$ cat src/rtl/mem_pkg.sv
// Shared types for the memory stage: access-size encoding, FSM states and lane helpers.
// Optional feature macro used by this slice: MEM_MISALIGN_TRAP_EN.
package mem_pkg;

    typedef enum logic [1:0] {
        SZ_BYTE  = 2'b00,
        SZ_HALF  = 2'b01,
        SZ_WORD  = 2'b10,
        SZ_DWORD = 2'b11
    } mem_size_e;

    typedef enum logic {
        ST_IDLE = 1'b0,
        ST_BUSY = 1'b1
    } mem_state_e;

    // A 32-bit datapath has no dword lane, so a dword request degrades to a word.
    function automatic mem_size_e effective_size(input logic [1:0] size, input int unsigned xlen);
        if (xlen == 32 && size == SZ_DWORD) begin
            return SZ_WORD;
        end
        return mem_size_e'(size);
    endfunction

    function automatic logic [7:0] size_be_mask(input mem_size_e size);
        logic [7:0] mask;
        case (size)
            SZ_BYTE: mask = 8'h01;
            SZ_HALF: mask = 8'h03;
            SZ_WORD: mask = 8'h0F;
            default: mask = 8'hFF;
        endcase
        return mask;
    endfunction

    function automatic logic is_misaligned(input logic [2:0] off, input mem_size_e size);
        logic [2:0] low_bits;
        case (size)
            SZ_BYTE: low_bits = 3'b000;
            SZ_HALF: low_bits = 3'b001;
            SZ_WORD: low_bits = 3'b011;
            default: low_bits = 3'b111;
        endcase
        return |(off & low_bits);
    endfunction

endpackage

$ cat src/rtl/mem_lane_align.sv
// Combinational byte-lane steering: aligned address, byte enables, store shift
// and load extract/extend, all derived from the low address bits.
module mem_lane_align
    import mem_pkg::*;
#(
    parameter int XLEN = 32
) (
    input  logic [XLEN-1:0]   addr,
    input  logic [1:0]        size,
    input  logic              rdu,
    input  logic [XLEN-1:0]   wdata,
    input  logic [XLEN-1:0]   rdata,
    output logic [XLEN-1:0]   aligned_addr,
    output logic [XLEN/8-1:0] be,
    output logic [XLEN-1:0]   wdata_lane,
    output logic [XLEN-1:0]   load_data
);

    localparam int NB    = XLEN / 8;
    localparam int OFF_W = $clog2(NB);

    logic [OFF_W-1:0] off;
    mem_size_e        size_eff;
    logic [15:0]      be_wide;
    logic [XLEN-1:0]  rdata_sh;

    assign off          = addr[OFF_W-1:0];
    assign size_eff     = effective_size(size, XLEN);
    assign aligned_addr = {addr[XLEN-1:OFF_W], {OFF_W{1'b0}}};

    // Shifting into a wider vector and truncating drops lanes past the bus edge.
    assign be_wide    = {8'h00, size_be_mask(size_eff)} << off;
    assign be         = be_wide[NB-1:0];
    assign wdata_lane = wdata << {off, 3'b000};
    assign rdata_sh   = rdata >> {off, 3'b000};

    always_comb begin
        load_data = rdata_sh;
        case (size_eff)
            SZ_BYTE: begin
                if (rdu) load_data = XLEN'(rdata_sh[7:0]);
                else     load_data = XLEN'($signed(rdata_sh[7:0]));
            end
            SZ_HALF: begin
                if (rdu) load_data = XLEN'(rdata_sh[15:0]);
                else     load_data = XLEN'($signed(rdata_sh[15:0]));
            end
            SZ_WORD: begin
                if (rdu) load_data = XLEN'(rdata_sh[31:0]);
                else     load_data = XLEN'($signed(rdata_sh[31:0]));
            end
            default: load_data = rdata_sh;
        endcase
    end

endmodule

$ cat src/rtl/mem_stage.sv
// Pipeline memory stage: ALU ops pass straight to writeback, loads/stores hold in BUSY
// until the data memory answers. Define MEM_MISALIGN_TRAP_EN to trap misaligned accesses.
module mem_stage
    import mem_pkg::*;
#(
    parameter int XLEN  = 32,
    parameter int REG_W = 6
) (
    input  logic              clk,
    input  logic              rst_n,
    input  logic              ex_valid,
    output logic              ex_ready,
    input  logic              ex_writeback,
    input  logic              ex_mem_w,
    input  logic              ex_mem_r,
    input  logic              ex_mem_rdu,
    input  logic [1:0]        ex_size,
    input  logic [XLEN-1:0]   ex_alu_result,
    input  logic [XLEN-1:0]   ex_wdata,
    input  logic [REG_W-1:0]  ex_rd,
    output logic              dmem_req,
    output logic              dmem_we,
    output logic [XLEN-1:0]   dmem_addr,
    output logic [XLEN-1:0]   dmem_wdata,
    output logic [XLEN/8-1:0] dmem_be,
    input  logic              dmem_drdy,
    input  logic [XLEN-1:0]   dmem_rdata,
    output logic              wb_valid,
    output logic              wb_writeback,
    output logic              wb_trap,
    output logic [XLEN-1:0]   wb_data,
    output logic [REG_W-1:0]  wb_rd
);

    mem_state_e       state_q, state_d;
    logic             dmem_req_q, dmem_req_d;
    logic [XLEN-1:0]  addr_q, addr_d;
    logic [XLEN-1:0]  wdata_q, wdata_d;
    logic [1:0]       size_q, size_d;
    logic             we_q, we_d;
    logic             rdu_q, rdu_d;
    logic             writeback_q, writeback_d;
    logic [REG_W-1:0] rd_q, rd_d;
    logic             wb_valid_q, wb_valid_d;
    logic             wb_writeback_q, wb_writeback_d;
    logic [XLEN-1:0]  wb_data_q, wb_data_d;
    logic [REG_W-1:0] wb_rd_q, wb_rd_d;
    logic [XLEN-1:0]  load_data;
    logic             is_mem;

`ifdef MEM_MISALIGN_TRAP_EN
    localparam int OFF_W = $clog2(XLEN / 8);
    logic wb_trap_q, wb_trap_d;
    logic misaligned_ex;

    assign misaligned_ex = is_misaligned(3'(ex_alu_result[OFF_W-1:0]),
                                         effective_size(ex_size, XLEN));
`endif

    // The memory side only ever sees captured fields, so it cannot wiggle while BUSY.
    mem_lane_align #(
        .XLEN (XLEN)
    ) u_lane_align (
        .addr         (addr_q),
        .size         (size_q),
        .rdu          (rdu_q),
        .wdata        (wdata_q),
        .rdata        (dmem_rdata),
        .aligned_addr (dmem_addr),
        .be           (dmem_be),
        .wdata_lane   (dmem_wdata),
        .load_data    (load_data)
    );

    assign is_mem = ex_mem_w | ex_mem_r;

    always_comb begin
        state_d        = state_q;
        dmem_req_d     = dmem_req_q;
        addr_d         = addr_q;
        wdata_d        = wdata_q;
        size_d         = size_q;
        we_d           = we_q;
        rdu_d          = rdu_q;
        writeback_d    = writeback_q;
        rd_d           = rd_q;
        wb_valid_d     = 1'b0;
        wb_writeback_d = wb_writeback_q;
        wb_data_d      = wb_data_q;
        wb_rd_d        = wb_rd_q;
`ifdef MEM_MISALIGN_TRAP_EN
        wb_trap_d      = wb_trap_q;
`endif
        case (state_q)
            ST_IDLE: begin
                if (ex_valid) begin
                    if (!is_mem) begin
                        wb_valid_d     = 1'b1;
                        wb_data_d      = ex_alu_result;
                        wb_writeback_d = ex_writeback;
                        wb_rd_d        = ex_rd;
`ifdef MEM_MISALIGN_TRAP_EN
                        wb_trap_d      = 1'b0;
`endif
                    end
`ifdef MEM_MISALIGN_TRAP_EN
                    else if (misaligned_ex) begin
                        wb_valid_d     = 1'b1;
                        wb_data_d      = ex_alu_result;
                        wb_writeback_d = 1'b0;
                        wb_rd_d        = ex_rd;
                        wb_trap_d      = 1'b1;
                    end
`endif
                    else begin
                        // A set store bit wins over a set load bit.
                        addr_d      = ex_alu_result;
                        wdata_d     = ex_wdata;
                        size_d      = ex_size;
                        we_d        = ex_mem_w;
                        rdu_d       = ex_mem_rdu;
                        writeback_d = ex_writeback;
                        rd_d        = ex_rd;
                        dmem_req_d  = 1'b1;
                        state_d     = ST_BUSY;
                    end
                end
            end
            ST_BUSY: begin
                if (dmem_drdy) begin
                    wb_valid_d     = 1'b1;
                    wb_data_d      = we_q ? addr_q : load_data;
                    wb_writeback_d = writeback_q & ~we_q;
                    wb_rd_d        = rd_q;
`ifdef MEM_MISALIGN_TRAP_EN
                    wb_trap_d      = 1'b0;
`endif
                    dmem_req_d     = 1'b0;
                    state_d        = ST_IDLE;
                end
            end
            default: begin
                dmem_req_d = 1'b0;
                state_d    = ST_IDLE;
            end
        endcase
    end

    always_ff @(posedge clk) begin
        if (!rst_n) begin
            state_q        <= ST_IDLE;
            dmem_req_q     <= 1'b0;
            addr_q         <= '0;
            wdata_q        <= '0;
            size_q         <= '0;
            we_q           <= 1'b0;
            rdu_q          <= 1'b0;
            writeback_q    <= 1'b0;
            rd_q           <= '0;
            wb_valid_q     <= 1'b0;
            wb_writeback_q <= 1'b0;
            wb_data_q      <= '0;
            wb_rd_q        <= '0;
`ifdef MEM_MISALIGN_TRAP_EN
            wb_trap_q      <= 1'b0;
`endif
        end else begin
            state_q        <= state_d;
            dmem_req_q     <= dmem_req_d;
            addr_q         <= addr_d;
            wdata_q        <= wdata_d;
            size_q         <= size_d;
            we_q           <= we_d;
            rdu_q          <= rdu_d;
            writeback_q    <= writeback_d;
            rd_q           <= rd_d;
            wb_valid_q     <= wb_valid_d;
            wb_writeback_q <= wb_writeback_d;
            wb_data_q      <= wb_data_d;
            wb_rd_q        <= wb_rd_d;
`ifdef MEM_MISALIGN_TRAP_EN
            wb_trap_q      <= wb_trap_d;
`endif
        end
    end

    assign ex_ready     = (state_q == ST_IDLE);
    assign dmem_req     = dmem_req_q;
    assign dmem_we      = we_q;
    assign wb_valid     = wb_valid_q;
    assign wb_writeback = wb_writeback_q;
    assign wb_data      = wb_data_q;
    assign wb_rd        = wb_rd_q;
`ifdef MEM_MISALIGN_TRAP_EN
    assign wb_trap      = wb_trap_q;
`else
    assign wb_trap      = 1'b0;
`endif

endmodule

$ cat config.mk
export PLATFORM = sky130hd
export DESIGN_NAME = mem_stage
export DESIGN_NICKNAME = d
export VERILOG_FILES = /design/src/rtl/mem_pkg.sv /design/src/rtl/mem_lane_align.sv /design/src/rtl/mem_stage.sv
export SDC_FILE = /design/constraint.sdc
export NUM_CORES = 1
export LEC_CHECK = 0
export ABC_AREA = 1
export CAP_MARGIN = 5
export CORE_ASPECT_RATIO = 0.6
export CORE_UTILIZATION = 46
export CTS_BUF_LIST = sky130_fd_sc_hd__clkbuf_8
export CTS_CLUSTER_DIAMETER = 150
export CTS_CLUSTER_SIZE = 16
export DETAILED_ROUTE_END_ITERATION = 7
export HOLD_SLACK_MARGIN = 0.12
export PLACE_DENSITY = 0.89
export SETUP_SLACK_MARGIN = 0.4
export SYNTH_ARGS = -nofsm -noshare
export SYNTH_HDL_FRONTEND = slang
export SYNTH_SLANG_ARGS = --single-unit
$ cat constraint.sdc
create_clock -name clk -period 1.7 [get_ports clk]
set_input_delay 0.34 -clock clk [delete_from_list [all_inputs] [get_ports clk]]
set_output_delay 0.34 -clock clk [all_outputs]
set_load 0.01 [all_outputs]
**Run 1: cell classes on the final placement**

The bar under the picture is 50 microns long.
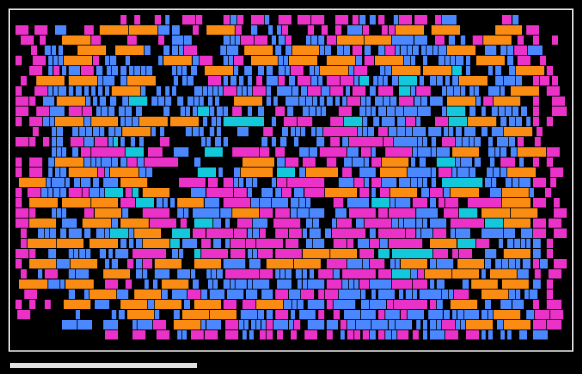
class	color	cells	share of their area
all other logic	blue	688	40%
other buffers and delay cells	magenta	322	31%
flip-flops	orange	117	25%
clock drivers and dummy loads	cyan	32	4.4%
flop share of the area: 24.34%
Core Util, Final: 77.48%
Cell Rows: 32
area of the core: 12,850 sq um
cell area after layout: 9958 sq um

**Run 1: PDN straps and rails**

Pins as bars on the die edge. Tap cells in gray.
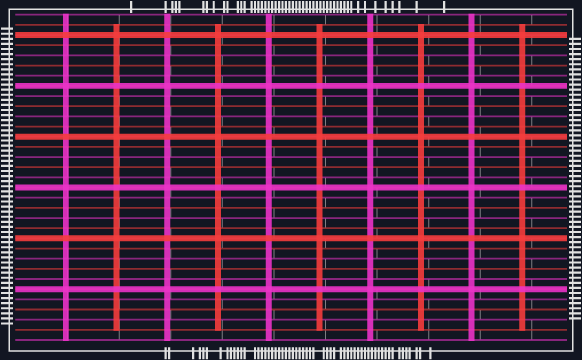
net	color
VSS	magenta
VDD	red
signal pins	224
rows	32
tap cells	170
Max VDD drop: 0.5788 mV
Die H: 91.02 microns
die width: 150.4 microns

==> results.toml, run 1 <==
# flow metrics
[final_timing]
period_needed_ps = 1973
setup_violations = 35
setup-tns-final_ps = -4866
fin_ws_ps = -272.7
fin_skew_ps = 8.591
rsz0062_at_grt = "yes"
tightest_slew_ps = 566.8

[setup_path]
slowest_stage = "dfxtp_4"
path_cells = "inv_4, nor2_1, o32ai_2, buf_2"
cp.required_ps = 1360
critPathLaunchType = "flip-flop"
r2r_slack_ps = 10

[routing]
initialDrtViolationCount = 826
routed_via_density = 5.744
vias = 7639
wirelength_mm = 26.41
ant_nets = 0

[synthesis]
ys.flops = 117
avgSynthCellArea_sq_um = 6.743
yosys_warnings = 0
synth.distinct_cells = 30

[flow_run]
timing.max_cap.violations = 0
tool_warnings = 29

[placed_design]
place_ws_ps = -177.4
hpwl_mm = 16.03
port_buffers = 220
dp.cells = 1235

[clock_tree]
root_buffer = "clkbuf_8"
cts_tree = "built"
cts.sinks = 117
cts_hold_buf = 0
cts_buffers = 17

[cells_and_area]
nNetsFinal = 1258
final-comb-area_sq_um = 3716
seq_area_sq_um = 2424
syn2layout_area_growth_pct = 63.90

[floorplanning]
die_area_sq_um = 13690
io_pins = 224
initCoreUtil_pct = 47.27

[grt]
grt_max_degree = 54

[run_status]
violations = "setup timing"
status = "finished, violations left"

[worst_hold_path]
hold_path.class = "primary input to flip-flop"

[power_and_ir_drop]
power_per_cell_area_nw_per_um2 = 891.3
**Run 1: routing congestion**

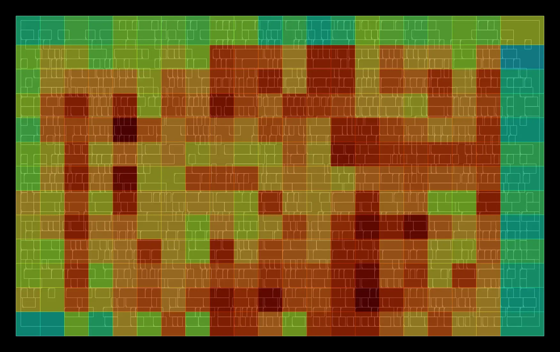
GR peak layer: met2
WL per Instance: 19.86 microns
GRT Util Overall: 33.60%

**Run 1: clock network drawn from the DEF**

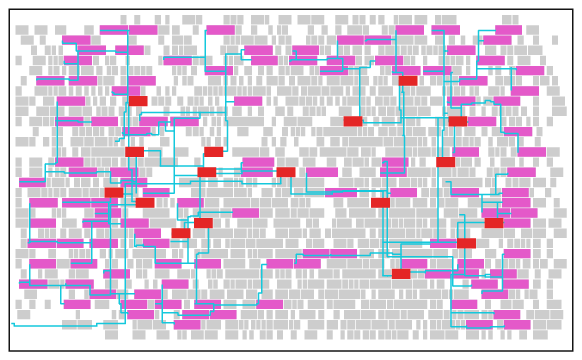
[cells driving clock nets] red | count: 17
[clock wires] cyan | length: 1,650 microns
[flip-flops] magenta | count: 117
flops lie	spread over the die
power share of the clock group: 31.6%
Clk Latency, worst-skew pair: 440 ps

-- run 1: repair_timing --
action,4_1_cts,5_1_grt
resized,584,137
gates cloned,3,16
endpoints found under the hold margin,0,0
pin swaps,27,61
buffers inserted,31,12
endpoints found under the setup margin,163,161
-- run 1: area by class of cell --
type / instances / share of cell area, %
Antenna cell: 1 / 0.02513
Multi-Input combinational cell: 648 / 37.32
Tap cell: 170 / 2.136
Sequential cell: 117 / 24.34
Inverter: 38 / 1.658
Timing Repair Buffer: 322 / 30.07
Clock buffer: 20 / 2.764
Timing Repair inverter: 2 / 0.1633
Clock inverter: 12 / 1.533
-- run 1: flip-flops by register name, indices dropped and copies added (netlist names), 2 cells and up --
register,flops
rd_q,6
wb_rd,6
wb_data,32
addr_q,32
size_q,2
wdata_q,32
-- run 1: Yosys cell counts, drive strengths merged --
cell | number | area (sq um)
buf | 78 | 496.7
o211ai | 6 | 45.04
a22oi | 9 | 67.56
or2 | 1 | 6.260
nor2 | 193 | 734.4
clkbuf | 22 | 82.58
a21oi | 109 | 560.5
a31oi | 9 | 56.30
clkinv | 1 | 3.750
nand2 | 122 | 470.5
o32ai | 1 | 8.760
conb | 1 | 3.750
o21ai | 151 | 755.7
dfxtp | 117 | 2342
o22ai | 8 | 50.05
mux2i | 6 | 60.06
nand3 | 29 | 180.2
inv | 37 | 141.4
nor3 | 1 | 10.01
-- run 1: layout by cell type, fill, tap and decap left out, types with 25 or more instances in the layout --
cell	synthesis	routed
nor2_1	189	143
nand2_1	119	110
clkdlybuf4s50_1	0	110
buf_2	37	105
a21oi_1	105	90
o21ai_0	112	76
dfxtp_1	117	60
dfxtp_2	0	53
buf_4	36	47
o21ai_1	39	43
nor2_4	0	30
o21ai_2	0	26
inv_1	24	25
buf_6	3	25
-- run 1: path summary, 6_finish.rpt --
check                   end  cells after the start
max reg2reg      wb_data[5]                      9
max          dmem_wdata[23]                      4
min                 dmem_we                      3
min reg2reg      wb_data[1]                      2
-- run 1: power by group --
| part | switching (mW) | total [mW] | internal, mW |
|---|---|---|---|
| clock | 1.24 | 2.80 | 1.57 |
| sequential | 0.177 | 3.17 | 2.99 |
| combinational | 1.57 | 2.91 | 1.34 |
-- run 1: cell families (layout without fill, tap and decap cells) --
kind of cell	count (synthesis)	count (layout)	synth area share, %
AND-OR/OR-AND	293	293	25.41
buffers and inverters	138	394	11.92
flip-flops	117	117	38.55
multiplexers	6	6	0.9885
other	1	4	0.06172
AND/OR/NAND/NOR	346	346	23.06
-- run 1: tightest hold or removal path, stage by stage --
cell	delay, ps
buf_2	140
inv_2	110
a21oi_1	50
-- run 1: per-layer routing --
layer | vias to the layer above | GRT usage [%] | share of wire, %
met5 | - | 0 | 0
met4 | 0 | 10.52 | 3.1
li1 | 3468 | - | -
met1 | 3500 | 47.19 | 41
met3 | 101 | 9.196 | 13
met2 | 570 | 49.31 | 43
## Run 2: what changed since run 1
- CTS_CLUSTER_DIAMETER: 150 -> 50
==> run 2 against run 1 <==
Against the previous run:
- the run still ends with setup timing left
- sequential cell count stayed put
- area after synthesis did not move
- synthesized cell count is the same
- hold slack unchanged
- largest power group unchanged
==> results.toml, run 2 <==
# flow metrics
[run_status]
status = "finished, violations left"
violations = "setup timing"

[placed_design]
port_buffers = 220
hpwl_mm = 16.03

[routing]
initialDrtViolationCount = 826
routed_via_density = 5.744

[clock_tree]
cts.sinks = 117
root_buffer = "clkbuf_8"
clk_latency_ps = 440
cts_hold_buf = 0

[power_and_ir_drop]
seqPwrFrac_pct = 35.7
power_per_cell_area_nw_per_um2 = 891.3
p_switching_mw = 2.985

[final_timing]
fin_ws_ps = -272.7
period_needed_ps = 1973
setup_violations = 35
rsz0062_at_grt = "yes"

[synthesis]
synth.distinct_cells = 30
yosys_warnings = 0
top_cell_area_share_pct = 38.55
enable_flop_cells = 0
yosys.area.top_type = "dfxtp_1"
ys.flops = 117

[floorplanning]
dieWidth_microns = 150.4
core_sq_um = 12850
io_pins = 224

[cells_and_area]
layout_top_cells = "nor2_1, nand2_1, clkdlybuf4s50_1, buf_2, a21oi_1"
final_util_pct = 77.48
syn2layout_area_growth_pct = 63.90

[setup_path]
endpoint = "dmem_wdata[23]"
critPathLaunchType = "flip-flop"

[flow_run]
tool_warnings = 29
[run 2: cell type report]
cell class	count	area, sq um	area share [%]
Clock inverter	12	152.6	1.533
Multi-Input combinational cell	648	3716	37.32
Sequential cell	117	2424	24.34
Timing Repair inverter	2	16.27	0.1633
Antenna cell	1	2.502	0.02513
Tap cell	170	212.7	2.136
Inverter	38	165.2	1.658
Timing Repair Buffer	322	2994	30.07
Clock buffer	20	275.3	2.764
[run 2: power groups by stage]
stage                     registers (mW)  clock network [mW]  logic (mW)
after detailed placement            3.19                   0        2.37
after global placement              3.19                   0        2.33
after floorplan                     3.17                   0        1.30
after CTS                           3.14                2.81        2.42
after global routing                3.18                2.95        3.07
final                               3.17                2.80        2.91
[run 2: kinds of logic (layout without fill, tap and decap cells)]
group | count (synthesis) | after routing | synth area share (%)
AND/OR/NAND/NOR | 346 | 346 | 23.06
multiplexers | 6 | 6 | 0.9885
flip-flops | 117 | 117 | 38.55
other | 1 | 4 | 0.06172
AND-OR/OR-AND | 293 | 293 | 25.41
buffers and inverters | 138 | 394 | 11.92
[run 2: worst max-delay path, cell delays in order, from the launching register on]
cell	delay (ps)
dfxtp_4	410
inv_4	190
nor2_1	100
o32ai_2	310
buf_2	190
[run 2: metal layers]
metal	vias up	global-route usage (%)	part of all wire, %
li1	3468	-	-
met2	570	49.31	43
met1	3500	47.19	41
met5	-	0	0
met4	0	10.52	3.1
met3	101	9.196	13
[run 2: timing repair]
| item | in CTS | in global routing |
|---|---|---|
| gates cloned | 3 | 16 |
| gates resized | 584 | 137 |
| setup buffers | 31 | 12 |
| pin swaps | 27 | 61 |
| setup endpoints to repair | 163 | 161 |
[run 2: worst min-delay path by stage]
| stage | start | end | slack [ps] | cells past startpoint |
|---|---|---|---|---|
| after global routing | rst_n | dmem_we | 240 | 3 |
| after global placement | wb_data[6] | wb_data[6] | 440 | 2 |
| after floorplan | addr_q[27] | addr_q[27] | 440 | 2 |
| after CTS | rst_n | dmem_we | 230 | 3 |
| after detailed placement | wb_rd[0] | wb_rd[0] | 450 | 2 |
| final | rst_n | dmem_we | 250 | 3 |
**Run 2: cell classes on the final placement**

The bar under the picture is 50 microns long.
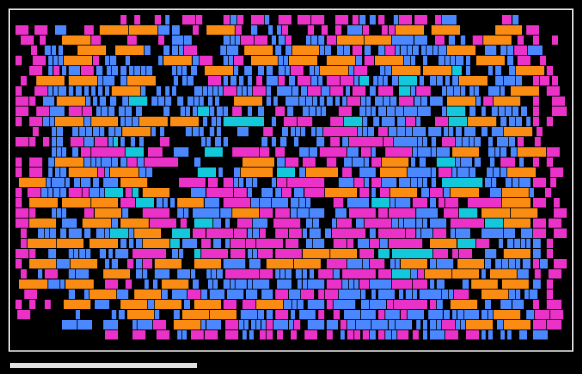
class	color	cells	share of their area
clock drivers and dummy loads	cyan	32	4.4%
all other logic	blue	688	40%
flip-flops	orange	117	25%
other buffers and delay cells	magenta	322	31%

**Run 2: PDN straps and rails**

Pins as bars on the die edge. Tap cells in gray.
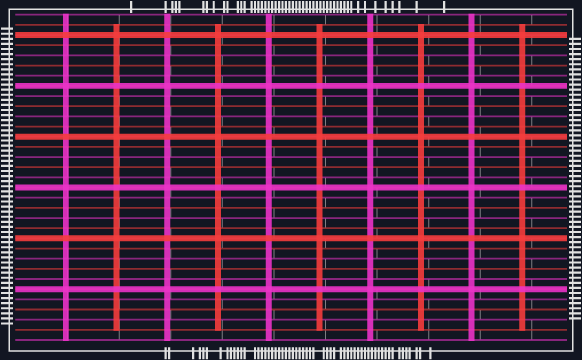
net	color
VDD	red
VSS	magenta
tap cells	170
met4 straps	10
met1 rails	33

## Run 3: what changed since run 2
- CORE_MARGIN: not set -> 2
==> run 3 against run 2 <==
Against the previous run:
- the run still ends with setup timing left
- hold slack improved by 1.9 ps
- synthesized cell count did not move
- combinational power rose by 28%
- maximum frequency down 1.8%
- highest routed layer unchanged
- critical path type unchanged
- count of clock-buffer cells in the layout shrank 1
- sequential share of layout area shrank 3.0 points
- first-iteration DRC count is 37% higher
==> results.toml, run 3 <==
# flow metrics
[run_status]
status = "finished, violations left"
violations = "setup timing"

[synthesis]
enable_flop_cells = 0
synth.distinct_cells = 30
ys.flops = 117

[cells_and_area]
layout_top_cells = "nor2_1, clkdlybuf4s50_1, buf_2, dfxtp_2, nand2_1"
syn2layout_area_growth_pct = 87.25
antenna_cells = 0

[placed_design]
port_buffers = 220
hpwl_mm = 16.25

[final_timing]
fin_ws_ps = -309.8
rsz0062_at_grt = "yes"
setup_violations = 55

[clock_tree]
root_buffer = "clkbuf_8"
clk_latency_ps = 450
cts.sinks = 117
cts_hold_buf = 0

[setup_path]
critPathMostFrequentCell = "buf_6"
timing.critical_path.buf_inv = 4
slowest_stage = "dfxtp_4"

[floorplanning]
core_sq_um = 12850
io_pins = 224
dieWidth_microns = 152.4

[grt]
grt_use_met2_pct = 50.98
gr-usage-met1_pct = 45.29

[flow_run]
tool_warnings = 29

[power_and_ir_drop]
power_per_cell_area_nw_per_um2 = 864.1
seqPwrFrac_pct = 32.6
==> run 3: cell counts after synthesis <==
Identical to the previous run, type by type.
==> run 3: kinds of logic after synthesis <==
kind of cell | share of synthesized area, %
compound gates | 25.41
buf+inv | 11.92
flops | 38.55
mux | 0.9885
other cells | 0.06172
simple gates | 23.06
==> run 3: power groups by stage <==
stage / Sequential [mW] / Combinational (mW) / Clock, mW
after floorplan: 3.17 / 1.30 / 0
after global placement: 3.19 / 2.36 / 0
after detailed placement: 3.19 / 2.39 / 0
after CTS: 3.15 / 2.56 / 2.81
after global routing: 3.22 / 3.86 / 2.99
final: 3.21 / 3.73 / 2.89
==> run 3: layout make-up <==
cell class	count	area [sq um]	area share (%)
multi-input cells	648	4770	41.92
repair buffers	333	3262	28.67
flip-flops and latches	117	2431	21.37
clock buffers	19	261.5	2.298
well taps	170	212.7	1.870
inverters	38	211.5	1.859
clock inverters	13	171.4	1.507
repair inverters	4	57.56	0.5059
==> run 3: path summary, 6_finish.rpt <==
kind / end / slack (ps) / cells past startpoint
setup / recovery: dmem_wdata[27] / -310 / 6
hold / removal: addr_q[3] / 250 / 3
setup reg to reg: wb_data[26] / -170 / 11
hold reg to reg: wb_data[5] / 470 / 2
==> run 3: routing by layer <==
metal	vias up	share of wire, %	routed length [microns]
met1	3940	37	12210
met4	0	5.5	1855
met5	-	0	0
met2	902	44	14710
li1	3509	-	-
met3	217	14	4682
==> run 3: per-stage QoR <==
stage	util (%)	hold slack, ps	std cells
after global placement	66.38	444.5	1240
after global routing	88.52	245.8	1342
after detailed placement	66.38	452.6	1240
final	88.52	254.5	1342
after CTS	73.11	217.5	1304
after floorplan	-	444.4	903
==> run 3: what timing repair did <==
item	4_1_cts	5_1_grt
pin swaps	61	116
setup endpoints to repair	224	160
setup buffers	28	15
gates resized	663	386
cloned	4	23
==> run 3: worst min-delay path, cell delays in order <==
cell and delay, ps:
buf_2 200, o21ai_2 90, nor2_1 40
**Run 3: clock network drawn from the DEF**

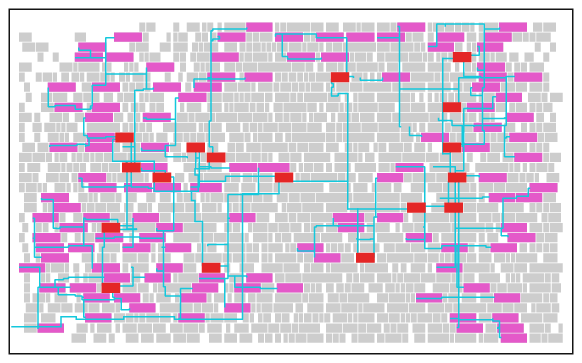
[clock wires] cyan | length: 1,740 microns
[flip-flops] magenta | count: 117
[cells driving clock nets] red | count: 17
flops lie	spread over the die
clock skew: 12.90 ps
P_clk: 2.89 mW

**Run 3: routing congestion**

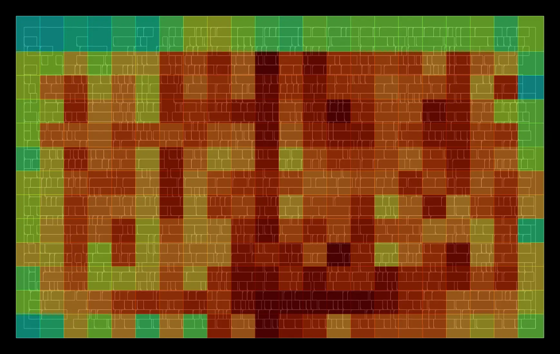
WL per Instance: 24.93 microns
M3 GR Usage: 9.546%

No activity file was given, so power comes from the tool's default toggle rates.
